### src/rtl/sat_add_pkg.sv
// Shared helpers for the saturating adder pipeline: saturation constants
// and lane slice indexing.
package sat_add_pkg;

   // Widest lane the saturation helpers can describe; callers cast down to DATAW.
   localparam int unsigned SAT_W_MAX = 256;

   // Largest positive two's-complement value of a w-bit lane: {0,1..1}.
   function automatic logic [SAT_W_MAX-1:0] sat_max(input int unsigned w);
      return (SAT_W_MAX'(1) << (w - 1)) - SAT_W_MAX'(1);
   endfunction

   // Most negative two's-complement value of a w-bit lane: {1,0..0}.
   function automatic logic [SAT_W_MAX-1:0] sat_min(input int unsigned w);
      return SAT_W_MAX'(1) << (w - 1);
   endfunction

   // Bit offset of lane k inside a flat LANES*w bus.
   function automatic int unsigned lane_lsb(input int unsigned k, input int unsigned w);
      return k * w;
   endfunction

endpackage

### src/rtl/sat_add_lane.sv
// One combinational lane: add or subtract, detect signed overflow, and
// optionally clamp to MAX/MIN.
module sat_add_lane
   import sat_add_pkg::*;
#(
   parameter int unsigned DATAW = 32
) (
   input  logic [DATAW-1:0] a,
   input  logic [DATAW-1:0] b,
   input  logic             sub,
   input  logic             sat,
   output logic [DATAW-1:0] res,
   output logic             ovf
);

   localparam int unsigned MSB = DATAW - 1;
   localparam logic [DATAW-1:0] MAX = DATAW'(sat_max(DATAW));
   localparam logic [DATAW-1:0] MIN = DATAW'(sat_min(DATAW));

   logic [DATAW-1:0] bx;
   logic [DATAW-1:0] raw;

   // Subtract as A + ~B + 1; overflow when both addends share a sign the result lacks.
   always_comb begin
      bx  = sub ? ~b : b;
      raw = a + bx + DATAW'(sub);
      ovf = (a[MSB] == bx[MSB]) && (raw[MSB] != a[MSB]);
      res = raw;
      if (sat && ovf)
         res = a[MSB] ? MIN : MAX;
   end

endmodule

### src/rtl/sat_add_pipe.sv
// Multi-lane pipelined saturating adder/subtractor with valid/ready flow
// control. Arithmetic happens before stage 1; later stages only delay.
// Optional macro SAT_ADD_PIPE_STICKY_EN adds per-lane sticky overflow flags.
module sat_add_pipe
   import sat_add_pkg::*;
#(
   parameter int unsigned DATAW  = 32,
   parameter int unsigned LANES  = 4,
   parameter int unsigned STAGES = 2
) (
   input  logic                   clk_i,
   input  logic                   rst_ni,
   input  logic                   valid_i,
   output logic                   ready_o,
   input  logic [LANES*DATAW-1:0] dataa_i,
   input  logic [LANES*DATAW-1:0] datab_i,
   input  logic                   sub_i,
   input  logic                   sat_i,
   output logic                   valid_o,
   input  logic                   ready_i,
   output logic [LANES*DATAW-1:0] sum_o,
   output logic [LANES-1:0]       ovf_o,
   output logic [LANES-1:0]       ovf_sticky_o,
   input  logic                   ovf_clr_i
);

   // Payload carried by every pipeline stage.
   typedef struct packed {
      logic                        valid;
      logic [LANES-1:0][DATAW-1:0] data;
      logic [LANES-1:0]            ovf;
   } stage_t;

   logic [LANES-1:0][DATAW-1:0] lane_res;
   logic [LANES-1:0]            lane_ovf;
   stage_t                      in_stage;
   stage_t [STAGES:1]           pipe;
   stage_t [STAGES:0]           chain;   // chain[0] = incoming, chain[s] = stage s
   logic   [STAGES:1]           accept;  // stage s takes a new entry this cycle
   logic                        acc;

   for (genvar k = 0; k < LANES; k++) begin : g_lane
      localparam int unsigned LSB = lane_lsb(k, DATAW);
      sat_add_lane #(.DATAW(DATAW)) u_lane (
         .a   (dataa_i[LSB +: DATAW]),
         .b   (datab_i[LSB +: DATAW]),
         .sub (sub_i),
         .sat (sat_i),
         .res (lane_res[k]),
         .ovf (lane_ovf[k])
      );
   end

   // Bundle the freshly computed lanes as the stage-0 payload.
   always_comb begin
      in_stage.valid = valid_i;
      in_stage.data  = lane_res;
      in_stage.ovf   = lane_ovf;
   end

   assign chain = {pipe, in_stage};

   // A stage can load when it is empty or everything downstream of it moves.
   always_comb begin
      accept = '0;
      acc    = ready_i;
      for (int s = STAGES; s >= 1; s--) begin
         acc       = acc || !pipe[s].valid;
         accept[s] = acc;
      end
   end

   // Shift entries forward; payload registers only load behind a valid entry.
   always_ff @(posedge clk_i or negedge rst_ni) begin
      if (!rst_ni) begin
         pipe <= '0;
      end else begin
         for (int s = 1; s <= STAGES; s++) begin
            if (accept[s]) begin
               pipe[s].valid <= chain[s-1].valid;
               if (chain[s-1].valid) begin
                  pipe[s].data <= chain[s-1].data;
                  pipe[s].ovf  <= chain[s-1].ovf;
               end
            end
         end
      end
   end

   assign ready_o = accept[1];
   assign valid_o = chain[STAGES].valid;
   assign sum_o   = chain[STAGES].data;
   assign ovf_o   = chain[STAGES].ovf;

`ifdef SAT_ADD_PIPE_STICKY_EN
   logic [LANES-1:0] sticky;

   // Accumulate overflow of transferred results; clear wins over a same-cycle set.
   always_ff @(posedge clk_i or negedge rst_ni) begin
      if (!rst_ni)
         sticky <= '0;
      else if (ovf_clr_i)
         sticky <= '0;
      else if (valid_o && ready_i)
         sticky <= sticky | ovf_o;
   end

   assign ovf_sticky_o = sticky;
`else
   logic unused_clr;
   assign unused_clr   = ovf_clr_i;
   assign ovf_sticky_o = '0;
`endif

endmodule

### config.mk
export PLATFORM = sky130hd
export DESIGN_NAME = sat_add_pipe
export DESIGN_NICKNAME = d
export VERILOG_FILES = /design/src/rtl/sat_add_pkg.sv /design/src/rtl/sat_add_lane.sv /design/src/rtl/sat_add_pipe.sv
export SDC_FILE = /design/constraint.sdc
export NUM_CORES = 1
export LEC_CHECK = 0
export CAP_MARGIN = 25
export CORE_ASPECT_RATIO = 1.5
export CORE_MARGIN = 1
export CORE_UTILIZATION = 30
export DETAILED_ROUTE_END_ITERATION = 10
export HOLD_SLACK_MARGIN = 0.02
export PLACE_DENSITY = 0.5
export RECOVER_POWER = 25
export SLEW_MARGIN = 20
export SYNTH_ARGS = -nofsm -noshare
export SYNTH_HDL_FRONTEND = slang
export SYNTH_SLANG_ARGS = --single-unit
### constraint.sdc
create_clock -name clk_i -period 2.73 [get_ports clk_i]
set_input_delay 0.6825 -clock clk_i [delete_from_list [all_inputs] [get_ports clk_i]]
set_output_delay 0.6825 -clock clk_i [all_outputs]
set_load 0.03 [all_outputs]
==> run_1/met1.png <==
Drawn at 1 px/µm. Cells faint in the background.
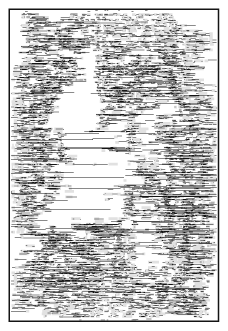
nets with wire on the layer = 2,930
longest straight run = 77.3 µm
main direction = horizontal
Vias: 18.0k
met1 usage: 0.235
final WL: 70.5 mm

==> run_1/met2.png <==
Drawn at 1.5 px/µm.
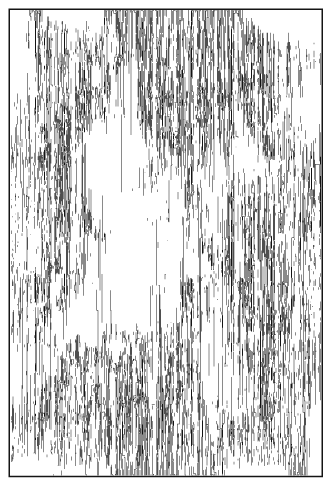
longest straight run = 166 µm
main direction = vertical
share of all routed wire = 54%
wire length on this layer = 38.0 mm
nets with wire on the layer = 2,857
M2 GR Usage: 0.404

==> run_1/met3.png <==
Drawn at 1 px/µm. Cells faint in the background.
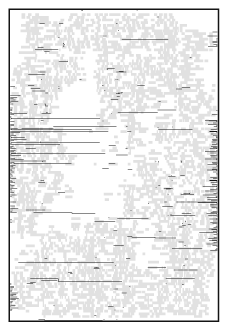
share of all routed wire = 4.1%
longest straight run = 97.8 µm
wire length on this layer = 2,850 µm

==> job_summary.md, run 1 <==
## Implementation flow summary

| Metric | Value |
|---|---|
| Status | `complete, but fails checks` |
| Failing checks | `max-capacitance violations, max-slew violations, negative setup slack` |
| Initial antenna violation count | `2` |
| Worst hold-check path type | `flip-flop to flip-flop` |
| Setup violators final | `132` |
| Combinational fraction of design power | `0.506` |
| Initial Util | `0.305` |
| Chip footprint | `64,500 µm²` |
| Worst Setup End Kind | `flip-flop` |
| Sequential cell fraction of total power | `0.284` |
| Synth warn | `0` |
| Setup slack after layout | `-0.564 ns` |
| Min Tclk post-route | `between 3 and 4 ns` |
| Synth cell types | `74` |
| Critical path arrival | `3.77 ns` |
| Total CTS buffers | `31` |
| TritonCTS clock tree | `built` |
| CP required | `3.20 ns` |
| Log Warnings | `34` |
| Worst R2R Path Depth | `7` |
| Vias per cell | `4.98` |
| Startpoint Class | `input pin` |
| Clk power | `approximately 0.0046 W` |
| Skew final | `0.0164 ns` |
| Logic area | `12,600 µm²` |
| Post-DR wirelength/cell | `19.5 µm` |
| Post-synth regs | `266` |
| Hpwl dp | `approximately 51 mm` |
| Net Sw Frac | `0.379` |
| Clk buf depth | `3` |
| Largest net degree at the start of global routing | `76` |
| Highest routed layer | `met5` |
| Ys flop type | `dfrtp_1` |
| Pwr top | `combinational cells` |
| Fin crit share | `1.21` |
| Final nets | `3,179` |
| Worst-path fanout max | `5` |
| Count of library flops with an enable pin | `0` |
| DRC Markers | `0` |
| Worst-Margin Slew | `1.77 ns` |
| Layout area overhead | `60.0%` |
| GPL Wtd Cong | `between 0.9 and 1` |
| M3 GR Usage | `0.0296` |
| Die W | `208 µm` |
| RSZ-0062 raised after global routing | `yes` |
| Site row count | `112` |
| Final hold violation count | `0` |
| Clock power frac | `0.210` |
| Fill cell count | `5,937` |
| WL met1 | `27.5 mm` |
| Vertical die size | `311 µm` |
| Worst-path clk slew | `0.06 ns` |
| Chip Area, Yosys | `19,000 µm²` |
| Top Usage Layer GRT | `met2` |
| Clock Latency Late Sink | `0.59 ns` |
| FMAX | `304 MHz` |
| H-tree Lvls | `1` |
| I/O pin cnt | `401` |
| Commonest non-fill, non-tap cells in the layout | `buf_4, clkdlybuf4s50_1, dfrtp_1, nor2_1, xor2_1` |
| Maximum VDD drop | `0.000524 V` |
| Seq/Total Area, Yosys | `0.350` |
| Final core occ | `0.487` |
| Syn Area/Cell | `around 9.5 µm²` |
| CTS Root Cell | `clkbuf_16` |
| Leak | `roughly 13 nW` |
| Global-route wire length before repair | `108 mm` |
| DR pass1 iterations | `5` |
| Total sequential power | `0.00624 W` |
| Hold Slack | `0.475 ns` |
| Grt ovf | `0` |
| Ys async rst share | `1.00` |
| Layout cell share with drive strength beyond 1 | `0.363` |
| Maximum capacitance violations | `1` |
| Pins Over Slew Limit | `62` |
| Crit Path Class | `input pin to flip-flop` |
| # Cells Yosys | `2,012` |
-- run 1: worst max-delay path, cell delays in order --
cell and delay, ns:
clkdlybuf4s50_1 0.50, ha_1 0.24, and4_1 0.21, a211o_1 0.29
o41a_1 0.42, a21oi_4 0.19, a21oi_2 0.08, a221o_2 0.40
buf_6 0.15, a21oi_4 0.18, buf_12 0.15, buf_12 0.10
buf_8 0.10, a21oi_1 0.06
-- run 1: Yosys cell counts (5+ instances only) --
master     count  area, µm²
o211ai_1       6       45.0
xnor2_1       68        596
nor2_1       161        604
o22ai_1        6       37.5
dfrtp_1      266       6660
and4_1         9       78.8
o21bai_1      16        120
a21o_1        44        330
and2_1         9       56.3
nand2_1      118        443
nand3_1       34        170
xor2_1       165       1450
clkbuf_1      61        229
nand4_1       20        125
nand2b_1      19        119
a41oi_1        5       43.8
and3_1        17        106
a21oi_1      193        966
o21ai_0       80        400
buf_4        137       1030
a211o_1        8       70.1
nor2b_1       12       75.1
a2111oi_0      6       52.6
a311oi_1       5       43.8
mux2_2       137       1540
ha_1         124       1550
o21ai_1       26        130
a31o_2         5       43.8
o221a_2       32        360
inv_1         32        120
o21a_1        13       97.6
buf_1         17       63.8
o31ai_1        5       37.5
buf_2          9       45.0
a211oi_1      13       97.6
o22a_1         5       43.8
a31oi_1       24        150
nor3_1        25        125
nor4_1         5       31.3
-- run 1: cells by family (layout without fill, tap and decap cells) --
family          Yosys count  count (layout)  synth area share
other cells               1               5          0.000197
mux                     143             146            0.0847
simple gates            442             445             0.107
flops                   266             266             0.350
compound gates          540             540             0.186
xor+xnor                233             233             0.107
fa+ha+maj               128             128            0.0857
buf+inv                 259            1048            0.0798
-- run 1: final cells by class --
| type | instances | area share |
|---|---|---|
| inverter | 32 | 0.00394 |
| clock buffer | 37 | 0.0275 |
| antenna | 1 | 0.0000821 |
| sequential | 266 | 0.219 |
| timing repair buffer | 961 | 0.294 |
| clock inverter | 18 | 0.00891 |
| multi-input combinational | 1496 | 0.414 |
| tap | 798 | 0.0328 |
-- run 1: repair_timing --
item / in CTS / in global routing
buffers inserted: 46 / 32
resized: 233 / 177
cloned: 18 / 6
endpoints found under the setup margin: 132 / 132
pin swaps: 81 / 108
-- run 1: path summary, 6_finish.rpt --
kind,start,end,slack (ns)
worst min register to register,chain[200],chain[200],0.47
worst min-delay path,chain[200],chain[200],0.47
worst max-delay path,dataa_i[1],chain[161],-0.56
max in group asynchronous,rst_ni,chain[241],0.30
worst max register to register,chain[265],chain[169],0.79
min in group asynchronous,rst_ni,chain[218],0.55
-- run 1: through the flow --
stage | cells | setup TNS [ns] | power, W | worst slack (ns) | area (µm²)
after floorplan | 2015 | -130.92 | 0.0126 | -1.16 | 19300
after global placement | 3457 | -180.12 | 0.0161 | -1.66 | 26500
after detailed placement | 3457 | -183.15 | 0.0162 | -1.61 | 26500
after CTS | 3575 | -62.64 | 0.0216 | -0.572 | 29200
after global routing | 3609 | -81.23 | 0.0231 | -0.610 | 30500
final | 3609 | -61.96 | 0.0219 | -0.564 | 30500
-- run 1: registers in the layout, indices dropped and copies added (netlist names) --
register  cells
sum_o       128
valid_o       1
ovf_o         4
chain       133
==> run 2, diff against run 1 <==
- TNS_END_PERCENT: unset -> 30
==> run_2/met2.png <==
Drawn at 1.5 px/µm.
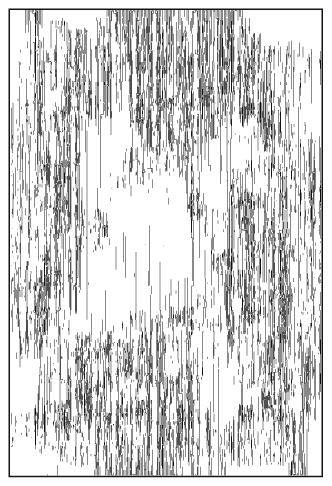
share of all routed wire = 52%
nets with wire on the layer = 2,804
longest straight run = 126 µm
Vias: 17.9k
M2 GR Usage: 0.393
final WL: 69.1 mm

==> job_summary.md, run 2 <==
## Implementation flow summary

| Metric | Value |
|---|---|
| Final Non-Filler Cells | `3,599 (was 3,609)` |
| Worst hold-check path type | `flip-flop to flip-flop (unchanged)` |
| Setup slack after layout | `-0.685 ns (was -0.564 ns)` |
| Grt ovf | `0 (unchanged)` |
| Failing checks | `max-capacitance violations, max-slew violations, negative setup slack (unchanged)` |
| Reg2Reg Setup Slack | `0.67 ns (was 0.79 ns)` |
| Pins Over Slew Limit | `56 (was 62)` |
| Site row count | `112 (unchanged)` |
| Final hold violation count | `0 (unchanged)` |
| DRC Markers | `0 (unchanged)` |
| Post-place setup slack | `-1.53 ns (was -1.61 ns)` |
| Chip footprint | `64,500 µm² (unchanged)` |
| Max reg flops | `133 (unchanged)` |
| Area share, top type | `0.350 (unchanged)` |
| Ant diodes | `0 (was 1)` |
| DR iter-0 viols | `597 (was 554)` |
| Layout cell share with drive strength beyond 1 | `0.352 (was 0.363)` |
| Most numerous logic cell after layout | `buf_4 (unchanged)` |
| Mapped Cells | `2,012 (unchanged)` |
| # Cells Yosys | `2,012 (unchanged)` |
| Core Area | `62,500 µm² (unchanged)` |
| Most common cell in the synthesized netlist | `dfrtp_1 (unchanged)` |
| Cell Count Post-Placement | `3,476 (was 3,457)` |
| DR pass1 iterations | `6 (was 5)` |
| Post-DR wirelength/cell | `19.2 µm (was 19.5 µm)` |
| Clk buf depth | `3 (unchanged)` |
| Count of library flops with an enable pin | `0 (unchanged)` |
| Initial Util | `0.305 (unchanged)` |
| Fill cell count | `5,951 (was 5,937)` |
| H-tree Lvls | `1 (unchanged)` |
| Worst relative slew slack | `-0.161 (was -0.177)` |
| Sw power | `0.00815 W (was 0.00831 W)` |
| Vias in the first global route | `19.2k (was 19.4k)` |
| Worst R2R Path Depth | `8 (was 7)` |
| Cell Int Power | `0.0136 W (about the same)` |
| Net Sw Frac | `0.375 (was 0.379)` |
| Power Dens Cells | `729 nW/µm² (was 720 nW/µm²)` |
| Most instantiated cells after synthesis | `dfrtp_1, a21oi_1, xor2_1 (unchanged)` |
| Vias per cell | `4.97 (was 4.98)` |
| Clock power frac | `0.217 (was 0.210)` |
| Synth cell types | `74 (unchanged)` |
| Combinational fraction of design power | `0.498 (was 0.506)` |
| Ys flop type | `dfrtp_1 (unchanged)` |
| Sequential cell fraction of total power | `0.285 (was 0.284)` |
| Maximum capacitance violations | `1 (unchanged)` |
| Hold Crit Depth | `2 (unchanged)` |
| Min Tclk post-route | `3.42 ns (was 3.29 ns)` |
| Post-synth regs | `266 (unchanged)` |
| Synth warn | `0 (unchanged)` |
| Worst-path clk slew | `0.06 ns (about the same)` |
| Detail Route Antenna Nets | `0 (unchanged)` |
| Synth top area cells | `dfrtp_1, ha_1, mux2_2, xor2_1, buf_4 (unchanged)` |
| FMAX | `293 MHz (was 304 MHz)` |
| Post-synthesis cell area | `19,000 µm² (unchanged)` |
| Hpwl dp | `50.5 mm (was 51.0 mm)` |
| Layout area overhead | `56.7% (was 60.0%)` |
| Initial antenna violation count | `5 (was 2)` |
| Critical path arrival | `3.88 ns (was 3.77 ns)` |
| Worst Setup End Kind | `flip-flop (unchanged)` |
| Log Warnings | `34 (unchanged)` |
| Commonest non-fill, non-tap cells in the layout | `buf_4, clkdlybuf4s50_1, dfrtp_1, xor2_1, nor2_1 (was buf_4, clkdlybuf4s50_1, dfrtp_1, nor2_1, xor2_1)` |
| Final nets | `3,169 (was 3,179)` |
| Skew final | `0.00969 ns (was 0.0164 ns)` |
| Setup violators final | `132 (unchanged)` |
| TritonCTS clock tree | `built (unchanged)` |
| Seq/Total Area, Yosys | `0.350 (unchanged)` |
| Worst-Margin Slew | `1.74 ns (was 1.77 ns)` |
| Hold_buf cts | `0 (unchanged)` |
| GPL Wtd Cong | `0.920 (was 0.953)` |
| Crit Path Class | `input pin to flip-flop (unchanged)` |
| Clock Latency Late Sink | `0.58 ns (was 0.59 ns)` |
| Ys async rst share | `1.00 (unchanged)` |
| Final core occ | `0.478 (was 0.487)` |
| CP required | `3.19 ns (was 3.20 ns)` |
| RSZ-0062 raised after global routing | `yes (unchanged)` |
| Status | `complete, but fails checks (unchanged)` |
| Die W | `208 µm (unchanged)` |
| Port bufs | `395 (unchanged)` |
| Startpoint Class | `input pin (unchanged)` |
| Worst-path fanout max | `15 (was 5)` |
| Maximum VDD drop | `0.000681 V (was 0.000524 V)` |
| Fin crit share | `1.25 (was 1.21)` |
| I/O pin cnt | `401 (unchanged)` |
| Cell taking the most area after synthesis | `dfrtp_1 (unchanged)` |
| Total power | `0.0217 W (was 0.0219 W)` |
| Vertical die size | `311 µm (unchanged)` |
| Clock Sinks | `266 (unchanged)` |
| Largest net degree at the start of global routing | `60 (was 76)` |
| Global-route wire length before repair | `106 mm (was 108 mm)` |
| Chip Area, Yosys | `19,000 µm² (unchanged)` |
| Total CTS buffers | `30 (was 31)` |
| Leak | `13.1 nW (was 13.3 nW)` |
| Aggregate global-route resource usage | `0.209 (was 0.210)` |
| CTS Root Cell | `clkbuf_16 (unchanged)` |
| Syn Area/Cell | `9.46 µm² (unchanged)` |
==> run_2/met1.png <==
Drawn at 1 px/µm. Cells faint in the background.
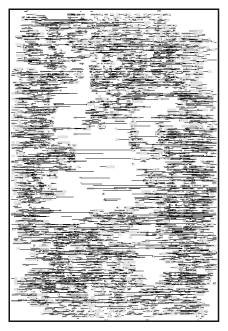
share of all routed wire = 40%
nets with wire on the layer = 2,892
wire length on this layer = 27.4 mm
main direction = horizontal
longest straight run = 103 µm
met1 usage: 0.234

-- run 2: cell counts after synthesis --
Identical to the previous run, type by type.
-- run 2: final cells by class --
class	count	area [µm²]	area share
clock buffers	38	832	0.0279
clock inverters	17	304	0.0102
inverters	32	120	0.00402
multi-input cells	1495	12200	0.408
flip-flops and latches	266	6660	0.223
well taps	798	998	0.0335
repair buffers	953	8750	0.293
-- run 2: through the flow --
| stage | cell area (µm²) | hold WS, ns | TNS [ns] |
|---|---|---|---|
| floorplan | 19200 | 0.387 | -136.96 |
| global placement | 26600 | 0.466 | -185.39 |
| detailed placement | 26600 | 0.470 | -184.97 |
| CTS | 29200 | 0.0277 | -70.54 |
| global route | 29800 | 0.519 | -83.50 |
| finish | 29800 | 0.479 | -72.01 |
-- run 2: worst max-delay path, stage by stage --
cell and delay [ns]:
clkbuf_16 0.15, bufbuf_16 0.30, xor2_1 0.17, ha_1 0.29, a21oi_1 0.21, nand3_1 0.10, o41a_1 0.46, a21oi_4 0.26
a21oi_4 0.09, a221o_2 0.44, or3_4 0.49, o21ai_1 0.16, a21oi_2 0.05
-- run 2: power by group through the flow --
stage	combinational, W	clock [W]	sequential (W)
after floorplan	0.00668	0	0.00586
after global placement	0.00990	0	0.00624
after detailed placement	0.00997	0	0.00625
after CTS	0.0105	0.00486	0.00622
after global routing	0.0116	0.00500	0.00639
final	0.0108	0.00471	0.00620
-- run 2: path summary, 6_finish.rpt --
kind	start	to
worst max-delay path	sub_i	chain[141]
worst min-delay path	chain[134]	chain[134]
worst max register to register	chain[265]	chain[197]
worst min register to register	chain[134]	chain[134]
max in group asynchronous	rst_ni	sum_o[65]
min in group asynchronous	rst_ni	sum_o[78]
-- run 2: repair_timing --
action,4_1_cts,5_1_grt
gates resized,182,137
endpoints found under the hold margin,0,0
setup endpoints to repair,132,132
setup buffers,39,17
cloned,14,3
pin swaps,103,67
-- run 2: kinds of logic after synthesis --
group	synth area share
flops	0.350
fa+ha+maj	0.0857
compound gates	0.186
buf+inv	0.0798
xor+xnor	0.107
mux	0.0847
simple gates	0.107
other cells	0.000197
-- run 2: routing by layer --
layer | vias to the layer above | wire length (µm) | global-route usage
met1 | 8672 | 27400 | 0.234
met5 | - | 46 | 0
met4 | 8 | 2760 | 0.0795
met2 | 443 | 35800 | 0.393
met3 | 138 | 3170 | 0.0309
li1 | 8623 | - | -
Power is estimated from default activity; no workload was simulated.
